File: src/rtl/rule30_decryptor.sv
// Stream decryptor: XORs each accepted byte with a Rule 30 keystream restarted on every sync,
// and buffers the plaintext in a 2-entry output FIFO.
module rule30_decryptor #(
  parameter logic [7:0] SEED = 8'b00011000
) (
  input  logic       clk,
  input  logic       rst,
  input  logic       sync,
  input  logic [7:0] frame_len,
  input  logic       in_valid,
  input  logic [7:0] in_data,
  output logic       in_ready,
  output logic       out_valid,
  output logic [7:0] out_data,
  input  logic       out_ready,
  output logic [7:0] key,
  output logic       busy,
  output logic [8:0] byte_cnt
);

  localparam int DATA_W = 8;

  typedef enum logic {
    IDLE   = 1'b0,
    ACTIVE = 1'b1
  } state_t;

  state_t              state;
  state_t              state_nxt;
  logic [DATA_W-1:0]   key_q;
  logic [8:0]          cnt_q;
  logic [8:0]          len_q;
  logic [1:0]          occ_q;
  logic [DATA_W-1:0]   dec_p0;
  logic [DATA_W-1:0]   head_p1;
  logic [DATA_W-1:0]   tail_p1;
  logic                fifo_full;
  logic                accept;
  logic                pop;
  logic                last_byte;

  // One Rule 30 generation on a ring: new[i] = left ^ (center | right).
  function automatic logic [DATA_W-1:0] rule30_step(input logic [DATA_W-1:0] k);
    logic [DATA_W-1:0] left;
    logic [DATA_W-1:0] right;
    left  = {k[DATA_W-2:0], k[DATA_W-1]};
    right = {k[0], k[DATA_W-1:1]};
    return left ^ (k | right);
  endfunction

  assign fifo_full = (occ_q == 2'd2);
  assign in_ready  = (state == ACTIVE) && !sync && !fifo_full;
  assign accept    = in_valid && in_ready;
  assign out_valid = (occ_q != 2'd0);
  assign pop       = out_valid && out_ready;
  assign last_byte = ((cnt_q + 9'd1) == len_q);
  assign dec_p0    = in_data ^ key_q;

  assign out_data  = head_p1;
  assign key       = key_q;
  assign busy      = (state == ACTIVE);
  assign byte_cnt  = cnt_q;

  always_comb begin
    state_nxt = state;
    if (sync) begin
      state_nxt = ACTIVE;
    end else if ((state == ACTIVE) && accept && last_byte) begin
      state_nxt = IDLE;
    end
  end

  always_ff @(posedge clk or posedge rst) begin
    if (rst) begin
      state <= IDLE;
    end else begin
      state <= state_nxt;
    end
  end

  // Keystream and frame bookkeeping; sync wins over accept (in_ready is low during sync).
  always_ff @(posedge clk or posedge rst) begin
    if (rst) begin
      key_q <= SEED;
      cnt_q <= 9'd0;
      len_q <= 9'd0;
    end else if (sync) begin
      key_q <= SEED;
      cnt_q <= 9'd0;
      len_q <= (frame_len == 8'd0) ? 9'd256 : {1'b0, frame_len};
    end else if (accept) begin
      key_q <= rule30_step(key_q);
      cnt_q <= cnt_q + 9'd1;
    end
  end

  // p0 -> p1: decrypted byte enters the output FIFO
  always_ff @(posedge clk or posedge rst) begin
    if (rst) begin
      occ_q   <= 2'd0;
      head_p1 <= '0;
    end else begin
      case ({accept, pop})
        2'b10:   occ_q <= occ_q + 2'd1;
        2'b01:   occ_q <= occ_q - 2'd1;
        default: occ_q <= occ_q;
      endcase
      // A push into an empty FIFO, or a push that coincides with the pop of the only entry,
      // lands directly at the head.
      if (accept && ((occ_q == 2'd0) || pop)) begin
        head_p1 <= dec_p0;
      end else if (pop && (occ_q == 2'd2)) begin
        head_p1 <= tail_p1;
      end
    end
  end

  always_ff @(posedge clk) begin
    if (accept && (occ_q == 2'd1) && !pop) begin
      tail_p1 <= dec_p0;
    end
  end

endmodule

File: config.mk
export PLATFORM = sky130hd
export DESIGN_NAME = rule30_decryptor
export DESIGN_NICKNAME = d
export VERILOG_FILES = /design/src/rtl/rule30_decryptor.sv
export SDC_FILE = /design/constraint.sdc
export NUM_CORES = 1
export LEC_CHECK = 0
export ABC_AREA = 1
export CAP_MARGIN = 20
export CORE_MARGIN = 10
export CORE_UTILIZATION = 39
export CTS_CLUSTER_SIZE = 30
export DETAILED_ROUTE_END_ITERATION = 8
export GPL_TIMING_DRIVEN = 0
export SLEW_MARGIN = 20
export SYNTH_ARGS = -nofsm -noshare
export SYNTH_HDL_FRONTEND = slang
export SYNTH_SLANG_ARGS = --single-unit
export TNS_END_PERCENT = 10
File: constraint.sdc
create_clock -name clk -period 2.2 [get_ports clk]
set_clock_uncertainty 0.1 [all_clocks]
set_input_delay 0.33 -clock clk [delete_from_list [all_inputs] [get_ports clk]]
set_output_delay 0.33 -clock clk [all_outputs]
set_load 0.02 [all_outputs]
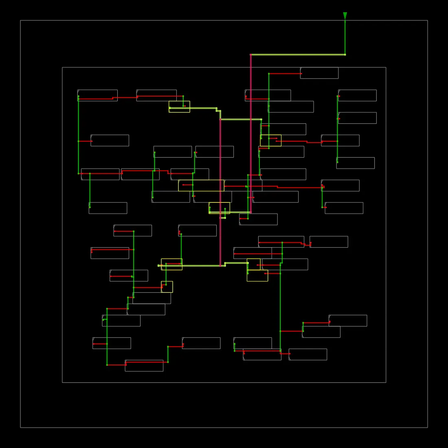
**Above:** run 1 (the clock network).
sink count of the clock tree: 45
CTS buffer count: 5
Skew-Pair Late Insertion Delay: 310 ps
clk_buf instances: 5

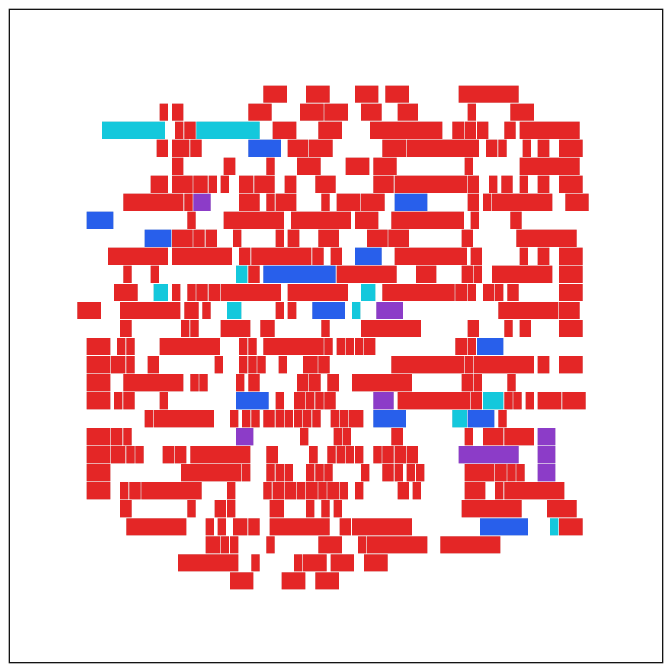
**Above:** run 1 (cells by drive strength).
Cyan is x2, cells 10. Purple is x3 and x4, cells 8. Red is x1 and smaller, cells 318. Blue is x6 and larger, cells 12.

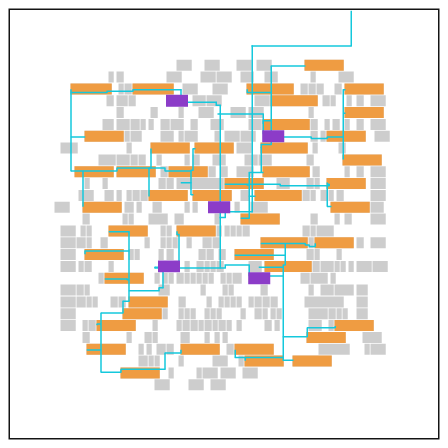
**Above:** run 1 (clock wires, drivers and flops).
Cyan is clock wires, length 619 um. Orange is flip-flops, count 45. Purple is clock-net drivers, count 5.
There are 6 routed clock nets.

==> notes.md, run 1 <==
run metrics: result of the run completed, type of origin of the critical path flop, DRT Pass-1 Iters 4, half-perimeter wire length after placement 4546 um, floorplan row count 28, number of standard cells reported by yosys 290, final-layout setup total negative slack 0 ps, number of logged tool warnings 28, drt initial violations 94, Finish-stage setup viols 0, initial cell density of the core 40.23%, count of port buffers added during placement 47, number of library cell types mapped by synthesis 28, width of the chip 98.38 um, depth of the most critical reg-to-reg path 8, Synthesis Warnings 0, most repeated cell in the gate-level netlist after synthesis sky130_fd_sc_hd__nand2_1, maximum vdd ir drop 0.4968 mV, ANT nets after route 0, Combinational Area 1050 um2, Internal 0.002069 W, initial antenna violation count 0, share of the synthesized area in the top cell type 36.55%, launch instance of the worst register-to-register path occ_q[0]$_DFFE_PP0P_, pwr dens 1066 nW/um2, synthesis-to-layout area growth 30.70%, class of the most critical setup path reg -> out, drt wl/cell 13.75 um, clock-pin slew of the registers on the worst-case setup and hold paths 90 ps
[run 1: critical path, stage by stage, from the launching register on]
cell and delay (ps):
sky130_fd_sc_hd__dfrtp_1 370, sky130_fd_sc_hd__inv_1 80, sky130_fd_sc_hd__ha_1 230, sky130_fd_sc_hd__inv_1 60, sky130_fd_sc_hd__clkdlybuf4s50_1 600
[run 1: power by group through the flow]
stage               logic, W  clock network (W)  registers, W
floorplan           0.000667                  0       0.00144
global placement     0.00135                  0       0.00130
detailed placement   0.00138                  0       0.00131
CTS                  0.00138           0.000663       0.00129
global route         0.00159           0.000684       0.00132
finish               0.00141           0.000643       0.00128
[run 1: registers in the layout, summed over array words and instances (netlist names)]
register	count
byte_cnt	9
len_q	9
key	8
out_data	8
tail_p1	8
occ_q	2
busy	1
[run 1: routing by layer]
metal	GRT usage, %	share of wire [%]	up-vias
met4	4.520	1.8	0
met2	18.86	47	43
met3	3.242	4.5	7
li1	-	-	1058
met5	0	0	-
met1	14.76	47	937
[run 1: layout by cell type (no fill, tap or decap), drive strengths merged, types with 5 or more instances in the layout]
cell type      count
nand3             40
edfxtp             8
o21ai             28
ha                 5
xor2              14
dfrtp             35
o22ai              6
clkdlybuf4s50     46
inv               32
nand2             76
clkbuf             8
nor2              20
buf                9
[run 1: metrics by stage]
stage / hold WS, ps / area, um2 / util [%] / total power (W) / worst slack, ps
after global placement: 377.8 / 2960 / 49.71 / 0.002646 / -55.62
after global routing: 179.8 / 3132 / 52.58 / 0.003591 / 32.21
after detailed placement: 380.0 / 2980 / 50.04 / 0.002682 / -87.12
after floorplan: 346.6 / 2396 / - / 0.002105 / 80.20
after CTS: 163.6 / 3097 / 52.00 / 0.003332 / 35.59
final: 156.1 / 3132 / 52.58 / 0.003338 / 131.6
[run 1: cells by family (layout without fill, tap and decap cells)]
| logic type | count (synthesis) | in the layout | share of synthesized area [%] |
|---|---|---|---|
| fa+ha+maj | 5 | 5 | 2.611 |
| flops | 45 | 45 | 48.77 |
| compound gates | 39 | 39 | 8.825 |
| xor+xnor | 16 | 16 | 5.849 |
| simple gates | 144 | 144 | 25.69 |
| buf+inv | 41 | 99 | 8.251 |
[run 1: timing repair]
action,4_1_cts,5_1_grt
resized,2,4
setup buffers,0,2
setup endpoints to repair,9,11
hold endpoints to repair,0,0
[run 1: final timing paths]
kind | to | slack, ps
min in group clk | len_q[8]$_DFFE_PP0P_ | 180
worst max-delay path | out_valid | 130
worst min-delay path | out_data[5]$_DFFE_PP0P_ | 160
worst min register to register | len_q[0]$_DFFE_PP0P_ | 400
worst max register to register | tail_p1[5]$_DFFE_PP_ | 190
max in group asynchronous | key[4]$_DFFE_PP1P_ | 1340
[run 1: layout make-up]
class	instances	share of cell area, %
Timing Repair Buffer	50	16.10
Buffer	9	2.317
Tap cell	75	2.996
Multi-Input combinational cell	204	33.52
Clock buffer	5	2.197
Clock inverter	3	1.478
Sequential cell	45	37.32
Inverter	32	4.075
**Run 1: placement by cell class**

Bar = 20 um.
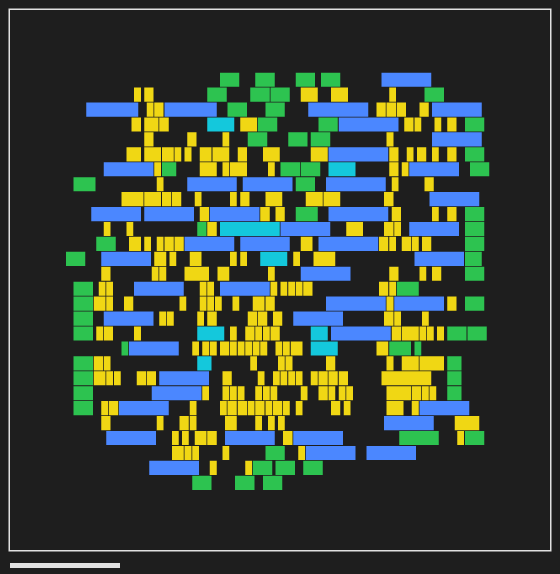

## Run 2: what changed since run 1
Settings changed: ABC_CLOCK_PERIOD_IN_PS from default to 2200, CORE_MARGIN 10 to default, REMOVE_ABC_BUFFERS from default to 1.
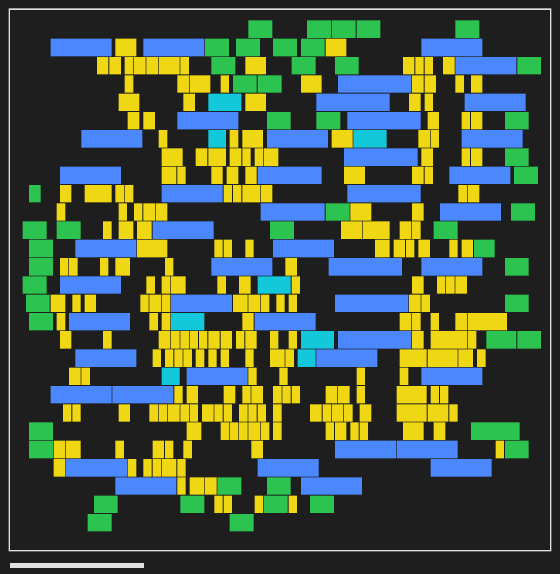
**Above:** run 2 (placement by cell class).
Bar = 20 um.
Cyan is clock drivers and dummy loads, cells 8. Green is remaining buffers and delay cells, cells 49. Yellow is remaining logic cells, cells 236. Blue is registers, cells 45.

==> notes.md, run 2 <==
run metrics: number of logged tool warnings 27, post-route total power 0.003126 W, floorplan row count 28, most numerous logic cells after layout sky130_fd_sc_hd__nand2_1, sky130_fd_sc_hd__clkdlybuf4s50_1, sky130_fd_sc_hd__nand3_1, half-perimeter wire length after placement 3848 um, initial cell density of the core 40.47%, met2 wire length 2482 um, class of the most critical setup path reg -> reg, met1 layer wirelength in the final routing 2490 um, number of standard cells reported by yosys 290, DRC violations left 2, failing checks DRC, count of port buffers added during placement 48, result of the run finished, violations left, worst-path cell with the longest stage delay sky130_fd_sc_hd__dfrtp_1, CTS buffer count 5, clock-pin slew of the registers on the worst-case setup and hold paths 90 ps, critical register-to-register path endpoint tail_p1[4]$_DFFE_PP_, cell breakdown of the critical path inv_1 -> ha_2 -> nor2_2 -> nand2_4 -> inv_2 -> nand2_1 -> nor2_4, share of the synthesized area in the top cell type 36.55%, setup slack after layout 179.4 ps, most repeated cell in the gate-level netlist after synthesis sky130_fd_sc_hd__nand2_1, depth of the most critical reg-to-reg path 7, type of origin of the critical path flop, initial antenna violation count 0, Max Used Layer met4, Skew-Pair Late Insertion Delay 300 ps, ANT nets after route 0, synthesis-to-layout area growth 26.58%
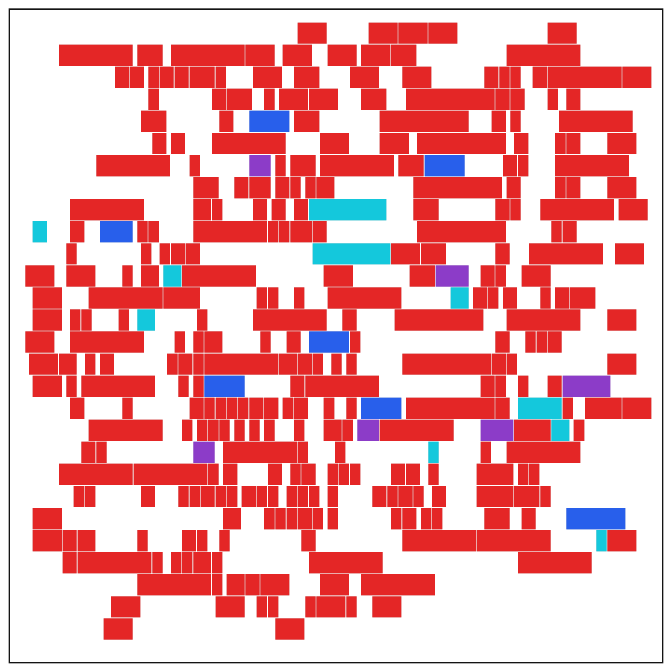
**Above:** run 2 (cells by drive strength).
Blue is x6 and larger, cells 7. Red is x1 and smaller, cells 315. Cyan is x2, cells 10. Purple is x3 and x4, cells 6.

==> run 2: cell types whose count changed in the layout (fill, tap and decap cells not counted), moves of 2 or more <==
cell / change
sky130_fd_sc_hd__clkinvlp_4: +2
sky130_fd_sc_hd__buf_4: -3
sky130_fd_sc_hd__clkbuf_1: -2
sky130_fd_sc_hd__buf_6: -4
==> run 2: per-layer routing <==
layer  up-vias  global-route usage (%)
li1       1044                       -
met1       913                   23.46
met2        41                   27.88
met3         4                   3.864
met4         0                   5.357
met5         -                       0
==> run 2: what timing repair did <==
| item | in CTS | in global routing |
|---|---|---|
| hold endpoints to repair | 0 | 0 |
| gates cloned | 0 | 0 |
| resized | 5 | 6 |
| setup endpoints to repair | 32 | 21 |
==> run 2: final cells by class <==
type                            instances  area [um2]  area share (%)
Sequential cell                        45        1169           38.53
Multi-Input combinational cell        204        1055           34.78
Timing Repair Buffer                   49       496.7           16.38
Inverter                               32       127.6           4.208
Tap cell                               75       93.84           3.094
Clock buffer                            5       68.82           2.269
Clock inverter                          3       22.52          0.7426
==> run 2: worst max-delay path by stage <==
| stage | start | end | slack, ps | depth (start not counted) |
|---|---|---|---|---|
| after floorplan | occ_q[0]$_DFFE_PP0P_ | tail_p1[0]$_DFFE_PP_ | -90 | 7 |
| after global placement | sync | tail_p1[0]$_DFFE_PP_ | -990 | 8 |
| after detailed placement | sync | tail_p1[7]$_DFFE_PP_ | -960 | 8 |
| after CTS | occ_q[0]$_DFFE_PP0P_ | out_data[5]$_DFFE_PP0P_ | 20 | 9 |
| after global routing | occ_q[0]$_DFFE_PP0P_ | tail_p1[4]$_DFFE_PP_ | 60 | 7 |
| final | occ_q[0]$_DFFE_PP0P_ | tail_p1[4]$_DFFE_PP_ | 180 | 7 |
==> run 2: power groups by stage <==
stage	registers, W	logic, W	clock network, W
after floorplan	0.00144	0.000631	0
after global placement	0.00130	0.00129	0
after detailed placement	0.00130	0.00131	0
after CTS	0.00128	0.00132	0.000541
after global routing	0.00132	0.00146	0.000575
final	0.00128	0.00131	0.000527
==> run 2: cell families (layout without fill, tap and decap cells) <==
| family | after synthesis | after routing | share of synthesized area, % |
|---|---|---|---|
| compound gates | 39 | 39 | 8.825 |
| xor+xnor | 16 | 16 | 5.849 |
| fa+ha+maj | 5 | 5 | 2.611 |
| buf+inv | 41 | 89 | 8.251 |
| flops | 45 | 45 | 48.77 |
| simple gates | 144 | 144 | 25.69 |
==> run 2: critical path, delay by kind of cell (launching register included) <==
family                   cells  cell delay (ps)
adder cells (fa/ha/maj)      1              250
buffers and inverters        2              260
flip-flops                   1              400
AND/OR/NAND/NOR              4              710
==> run 2: stage by stage <==
step | utilization (%) | hold WS (ps) | std cells | TNS [ps] | area, um2
floorplan | - | 332.0 | 281 | -724.1 | 2326
global placement | 48.99 | 370.4 | 404 | -23630 | 2900
detailed placement | 49.32 | 381.5 | 405 | -22760 | 2920
CTS | 51.04 | 159.0 | 413 | 0 | 3022
global route | 51.23 | 171.8 | 413 | 0 | 3033
finish | 51.23 | 154.6 | 413 | 0 | 3033
Power and IR drop assume default switching activity.
